$ cat src/rtl/cacheline_arbiter_if.sv
// Cache-side and adaptor-side buses of the cacheline arbiter.
// slave is the arbiter's view; master is the view of the caches plus adaptor.
interface cacheline_arbiter_if #(
  parameter int ADDR_W = 32,
  parameter int LINE_W = 256
);
  logic              i_read;
  logic [ADDR_W-1:0] i_addr;
  logic [LINE_W-1:0] i_rdata;
  logic              i_resp;

  logic              d_read;
  logic              d_write;
  logic [ADDR_W-1:0] d_addr;
  logic [LINE_W-1:0] d_wdata;
  logic [LINE_W-1:0] d_rdata;
  logic              d_resp;

  logic              pmem_read;
  logic              pmem_write;
  logic [ADDR_W-1:0] pmem_addr;
  logic [LINE_W-1:0] pmem_wdata;
  logic [LINE_W-1:0] pmem_rdata;
  logic              pmem_resp;

  modport slave (
    input  i_read, i_addr, d_read, d_write, d_addr, d_wdata, pmem_rdata, pmem_resp,
    output i_rdata, i_resp, d_rdata, d_resp, pmem_read, pmem_write, pmem_addr, pmem_wdata
  );

  modport master (
    output i_read, i_addr, d_read, d_write, d_addr, d_wdata, pmem_rdata, pmem_resp,
    input  i_rdata, i_resp, d_rdata, d_resp, pmem_read, pmem_write, pmem_addr, pmem_wdata
  );
endinterface

$ cat src/rtl/cacheline_arbiter.sv
// Shares one cacheline memory port between icache and dcache, one whole line
// at a time, alternating priority on contention so neither side starves.
//
// state   | meaning
// IDLE    | no transaction; arbitrate pending requests
// SERVE_I | icache read outstanding at the adaptor
// SERVE_D | dcache read or writeback outstanding at the adaptor
// RESP    | one-cycle completion pulse to the served cache
module cacheline_arbiter #(
  parameter int ADDR_W = 32,
  parameter int LINE_W = 256
) (
  input logic                clk,
  input logic                rst,
  cacheline_arbiter_if.slave bus
);
  localparam logic [1:0] IDLE    = 2'd0;
  localparam logic [1:0] SERVE_I = 2'd1;
  localparam logic [1:0] SERVE_D = 2'd2;
  localparam logic [1:0] RESP    = 2'd3;

  localparam logic ICACHE = 1'b0;
  localparam logic DCACHE = 1'b1;

  logic [1:0]        state;
  logic              last_grant;
  logic              pmem_read;
  logic              pmem_write;
  logic [ADDR_W-1:0] pmem_addr;
  logic [LINE_W-1:0] pmem_wdata;
  logic [LINE_W-1:0] i_rdata;
  logic [LINE_W-1:0] d_rdata;
  logic              i_resp;
  logic              d_resp;

  logic i_pend;
  logic d_pend;
  logic grant_d;

  always_comb begin
    i_pend  = bus.i_read;
    d_pend  = bus.d_read | bus.d_write;
    // on a tie the side that was not served last wins
    grant_d = d_pend & (~i_pend | (last_grant == ICACHE));
  end

  always_ff @(posedge clk) begin
    if (rst) begin
      state      <= IDLE;
      last_grant <= ICACHE;
      pmem_read  <= 1'b0;
      pmem_write <= 1'b0;
      pmem_addr  <= '0;
      pmem_wdata <= '0;
      i_rdata    <= '0;
      d_rdata    <= '0;
      i_resp     <= 1'b0;
      d_resp     <= 1'b0;
    end else begin
      i_resp <= 1'b0;
      d_resp <= 1'b0;
      case (state)
        IDLE: begin
          if (grant_d) begin
            pmem_addr  <= bus.d_addr;
            last_grant <= DCACHE;
            state      <= SERVE_D;
            // a simultaneous read+write is treated as a writeback
            if (bus.d_write) begin
              pmem_write <= 1'b1;
              pmem_wdata <= bus.d_wdata;
            end else begin
              pmem_read  <= 1'b1;
            end
          end else if (i_pend) begin
            pmem_addr  <= bus.i_addr;
            pmem_read  <= 1'b1;
            last_grant <= ICACHE;
            state      <= SERVE_I;
          end
        end
        SERVE_I: begin
          if (bus.pmem_resp) begin
            pmem_read <= 1'b0;
            i_rdata   <= bus.pmem_rdata;
            i_resp    <= 1'b1;
            state     <= RESP;
          end
        end
        SERVE_D: begin
          if (bus.pmem_resp) begin
            if (pmem_read) begin
              d_rdata <= bus.pmem_rdata;
            end
            pmem_read  <= 1'b0;
            pmem_write <= 1'b0;
            d_resp     <= 1'b1;
            state      <= RESP;
          end
        end
        default: state <= IDLE;
      endcase
    end
  end

  assign bus.pmem_read  = pmem_read;
  assign bus.pmem_write = pmem_write;
  assign bus.pmem_addr  = pmem_addr;
  assign bus.pmem_wdata = pmem_wdata;
  assign bus.i_rdata    = i_rdata;
  assign bus.d_rdata    = d_rdata;
  assign bus.i_resp     = i_resp;
  assign bus.d_resp     = d_resp;
endmodule

$ cat src/flat_wrapper.sv
// flat-port wrapper written by rule: the top's interface ports become plain ports
module cacheline_arbiter_flat 
#(
  parameter int ADDR_W = 32,
  parameter int LINE_W = 256
)
  (clk, rst, bus_i_read, bus_i_addr, bus_d_read, bus_d_write, bus_d_addr, bus_d_wdata, bus_pmem_rdata, bus_pmem_resp, bus_i_rdata, bus_i_resp, bus_d_rdata, bus_d_resp, bus_pmem_read, bus_pmem_write, bus_pmem_addr, bus_pmem_wdata);
  cacheline_arbiter_if #(.ADDR_W(ADDR_W), .LINE_W(LINE_W)) bus_i ();
  input logic clk;
  input logic rst;
  input wire logic [$bits(bus_i.i_read)-1:0] bus_i_read;
  input wire logic [$bits(bus_i.i_addr)-1:0] bus_i_addr;
  input wire logic [$bits(bus_i.d_read)-1:0] bus_d_read;
  input wire logic [$bits(bus_i.d_write)-1:0] bus_d_write;
  input wire logic [$bits(bus_i.d_addr)-1:0] bus_d_addr;
  input wire logic [$bits(bus_i.d_wdata)-1:0] bus_d_wdata;
  input wire logic [$bits(bus_i.pmem_rdata)-1:0] bus_pmem_rdata;
  input wire logic [$bits(bus_i.pmem_resp)-1:0] bus_pmem_resp;
  output wire logic [$bits(bus_i.i_rdata)-1:0] bus_i_rdata;
  output wire logic [$bits(bus_i.i_resp)-1:0] bus_i_resp;
  output wire logic [$bits(bus_i.d_rdata)-1:0] bus_d_rdata;
  output wire logic [$bits(bus_i.d_resp)-1:0] bus_d_resp;
  output wire logic [$bits(bus_i.pmem_read)-1:0] bus_pmem_read;
  output wire logic [$bits(bus_i.pmem_write)-1:0] bus_pmem_write;
  output wire logic [$bits(bus_i.pmem_addr)-1:0] bus_pmem_addr;
  output wire logic [$bits(bus_i.pmem_wdata)-1:0] bus_pmem_wdata;
  assign bus_i.i_read = bus_i_read;
  assign bus_i.i_addr = bus_i_addr;
  assign bus_i.d_read = bus_d_read;
  assign bus_i.d_write = bus_d_write;
  assign bus_i.d_addr = bus_d_addr;
  assign bus_i.d_wdata = bus_d_wdata;
  assign bus_i.pmem_rdata = bus_pmem_rdata;
  assign bus_i.pmem_resp = bus_pmem_resp;
  assign bus_i_rdata = bus_i.i_rdata;
  assign bus_i_resp = bus_i.i_resp;
  assign bus_d_rdata = bus_i.d_rdata;
  assign bus_d_resp = bus_i.d_resp;
  assign bus_pmem_read = bus_i.pmem_read;
  assign bus_pmem_write = bus_i.pmem_write;
  assign bus_pmem_addr = bus_i.pmem_addr;
  assign bus_pmem_wdata = bus_i.pmem_wdata;
  cacheline_arbiter #(.ADDR_W(ADDR_W), .LINE_W(LINE_W)) u_core (.clk(clk), .rst(rst), .bus(bus_i));
endmodule
$ cat config.mk
export PLATFORM = sky130hd
export DESIGN_NAME = cacheline_arbiter_flat
export DESIGN_NICKNAME = d
export VERILOG_FILES = /design/src/rtl/cacheline_arbiter_if.sv /design/src/rtl/cacheline_arbiter.sv /design/src/flat_wrapper.sv
export SDC_FILE = /design/constraint.sdc
export NUM_CORES = 2
export LEC_CHECK = 0
export CAP_MARGIN = 20
export CORE_AREA = 2 2 537 539
export CTS_CLUSTER_DIAMETER = 50
export DETAILED_ROUTE_END_ITERATION = 10
export DIE_AREA = 0 0 539 541
export PLACE_DENSITY = 0.32
export SYNTH_ARGS = -nofsm -noshare
export SYNTH_HDL_FRONTEND = slang
export SYNTH_SLANG_ARGS = --single-unit
$ cat constraint.sdc
create_clock -name clk -period 3.4 [get_ports clk]
set_input_delay 0.34 -clock clk [delete_from_list [all_inputs] [get_ports clk]]
set_output_delay 0.34 -clock clk [all_outputs]
set_load 0.005 [all_outputs]
==> images/detail.png <==
Region (250, 142) to (290, 182) um. Cells in grey, sequential cells in the stronger grey; small squares are vias.
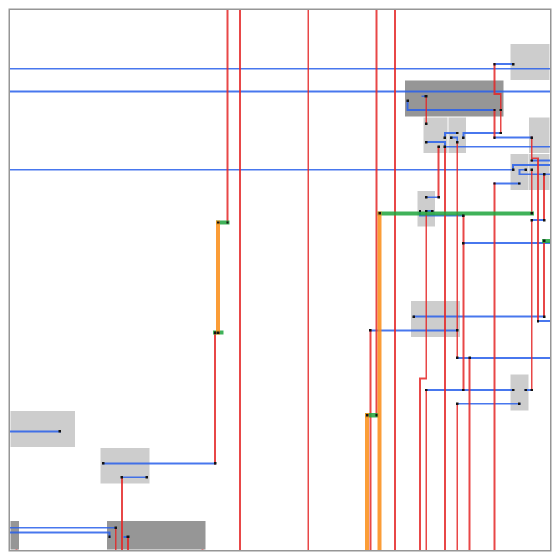
[metal 4] orange
[metal 1] blue
[metal 3] green
[metal 2] red
most frequent: nand2_1 (4), clkdlybuf4s50_1 (3), dfxtp_1 (2)
sequential cells in the window: 2
netlist names of flops here include: `u_core.bus.d_rdata` (1), `u_core.bus.i_rdata` (1)
cells with their middle in the window: 11

==> images/layer_met3.png <==
The bar under the picture is 200 um long.
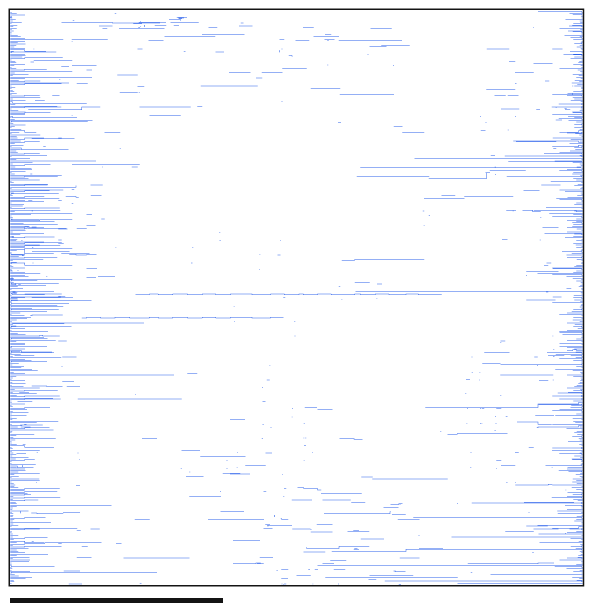
share of all routed wire: 9.3%
longest straight run: 249 um
nets with wire on the layer: 928
main direction: horizontal
wire length on this layer: 18,500 um
aggregate routed wire length: 200,000 um
met3 usage: 5.17%

==> images/clk_routes.png <==
The bar under the picture is 200 um long.
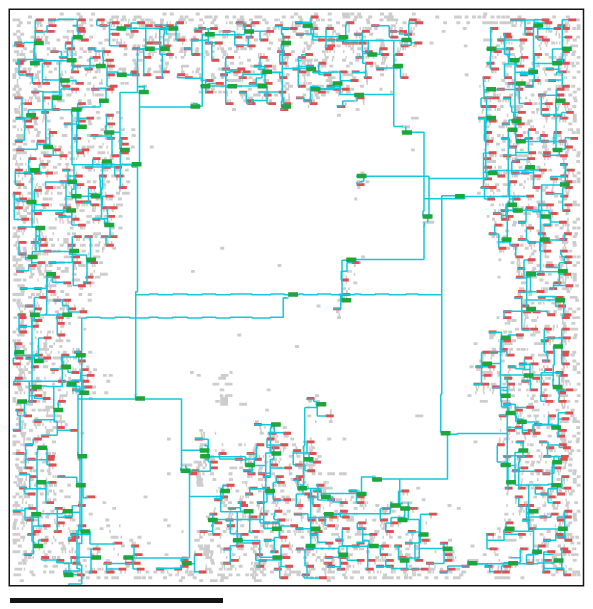
[flip-flops] red | count: 807
[clock wires] cyan | length: 16,500 um
[clock drivers] green | count: 161
routed clock nets: 162
Layout Skew: 30.3 ps
Clock group: 16.8 mW
clk_lat worst skew: 800 ps

==> images/placement.png <==
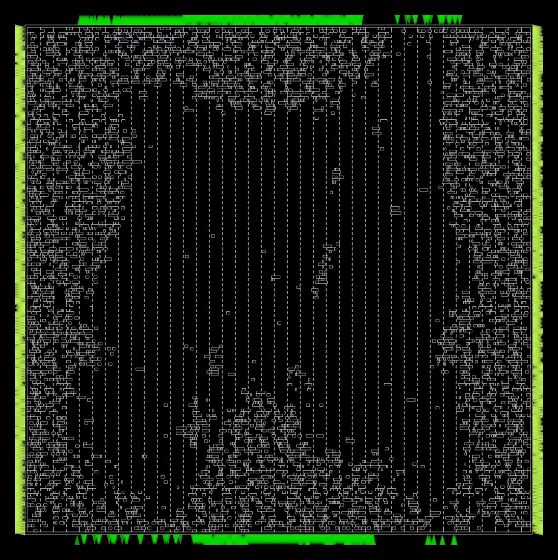
fin util: 18.2%
fillers: 32.2k

==> images/wires.png <==
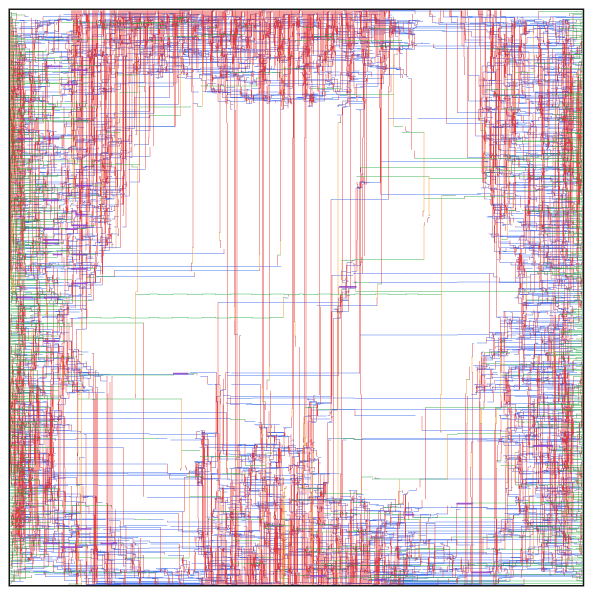
[metal 4] orange | wire length: 5,180 um
[metal 5] purple | wire length: 435 um
[metal 1] blue | wire length: 73.3 mm
[metal 2] red | wire length: 102 mm
[metal 3] green | wire length: 18,500 um
vias: 30.3k
wire per inst: 22.5 um

state kept, by name, indices dropped and copies added (netlist names):
signal	cells
u_core.bus.pmem_wdata	256
u_core.bus.pmem_addr	32
u_core.last_grant	1
u_core.bus.d_resp	1
u_core.bus.pmem_read	1
u_core.bus.i_resp	1
u_core.bus.pmem_write	1
u_core.state	2
u_core.bus.d_rdata	256
u_core.bus.i_rdata	256
per-stage QoR:
stage	worst slack (ps)	hold WS [ps]	std cells
6_report	950	114	8855
2_1_floorplan	1750	453	3556
3_5_place_dp	877	446	8520
3_3_place_gp	881	440	8520
5_1_grt	775	41.9	8837
4_1_cts	800	0.262	8829
area by class of cell:
| class | count | share of cell area [%] |
|---|---|---|
| flip-flops and latches | 807 | 31.0 |
| inverters | 3 | 0.0216 |
| clock buffers | 202 | 8.52 |
| well taps | 3781 | 9.07 |
| diodes | 26 | 0.125 |
| repair buffers | 1480 | 28.7 |
| multi-input cells | 2470 | 20.3 |
| clock inverters | 86 | 2.36 |
metal layers:
layer  wire, um  vias up
met3      18500      351
met5        434        -
met2     102000     1318
met4       5180       64
met1      73300    14300
li1           -    14300
cells in the final DEF (no fill, tap or decap), drive strengths merged, types with 2 or more instances in the layout:
cell / count
nand2: 1572
clkdlybuf4s50: 1384
dfxtp: 807
a21oi: 802
clkbuf: 202
buf: 75
clkinv: 40
nor2: 36
a211oi: 31
diode: 26
bufinv: 21
dlygate4sd3: 21
inv: 18
clkinvlp: 10
ha: 5
nor2b: 3
o21ai: 3
and3: 2
nand3: 2
nand3b: 2
o41ai: 2
cell families (layout without fill, tap and decap cells):
logic type               after synthesis  after routing  share of synthesized area (%)
buffers and inverters                279           1771                           4.54
adder cells (fa/ha/maj)                5              5                          0.224
AND/OR/NAND/NOR                     1621           1621                           21.9
other                                  0             26                              0
flip-flops                           807            807                           57.8
AND-OR/OR-AND                        844            844                           15.5
worst max-delay path, delay by kind of cell, from the launching register on:
| family | cells | cell delay [ps] |
|---|---|---|
| compound gates | 1 | 130 |
| simple gates | 2 | 760 |
| buf+inv | 3 | 590 |
| fa+ha+maj | 1 | 440 |
| flops | 1 | 340 |
worst paths after layout:
path | from | endpoint | slack, ps
worst max register to register | u_core.state[0] | u_core.bus.pmem_wdata[244] | 950
worst max-delay path | u_core.state[0] | u_core.bus.pmem_wdata[244] | 950
worst min register to register | u_core.bus.i_rdata[144] | u_core.bus.i_rdata[144] | 450
worst min-delay path | bus_d_wdata[235] | u_core.bus.pmem_wdata[235] | 110
where the power goes:
group | internal [mW] | switching (mW) | total (mW)
clock | 10.9 | 5.90 | 16.8
combinational | 3.82 | 4.39 | 8.22
sequential | 10.8 | 0.776 | 11.5
total | 25.5 | 11.1 | 36.6
timing repair:
item                      4_1_cts  5_1_grt
hold buffers                   21        0
resized                         0        0
hold endpoints to repair       23        0
==> reports/qor.csv <==
metric,value,unit
run status,completed,
dominant cell type by area after synthesis,dfxtp_1,
remaining antenna violation count after routing,0,
I/O pins,1386,
GP Congestion,0.814,
CTS Sinks,807,
num rows,197,
placed wire-length estimate,157000,um
grt met2 use,23.8,%
worst hold path class,primary input to register,
Sequential Area,16200,um^2
distinct lib cells,31,
clock slew at reported path FFs,50,ps
dominant cells by area after synthesis,"dfxtp_1 (58%), nand2_1 (21%), a21oi_1 (14%)",
total power,36.6,mW
largest net degree at the start of global routing,153,
# Post-CTS Setup Buffers,0,
endpoints failing hold,0,
Critical Path RT,4100,ps
GR met1 Demand/Resource,13.7,%
Die H,541,um
Static Leak,17.3,nW
Yosys Warn Count,0,
unrepaired setup endpoints after global routing,false,
GRT Util Overall,13.1,%
tool warnings,43,
most frequent CP cell,buf_12,
dominant register cell,dfxtp_1,
Max transition margin,5.78,%
"EDFF count, synth",0,
"Period Utilization, post-route",72.1,%
Slowest cell on crit path,and3_4,
Power and IR drop assume default switching activity.
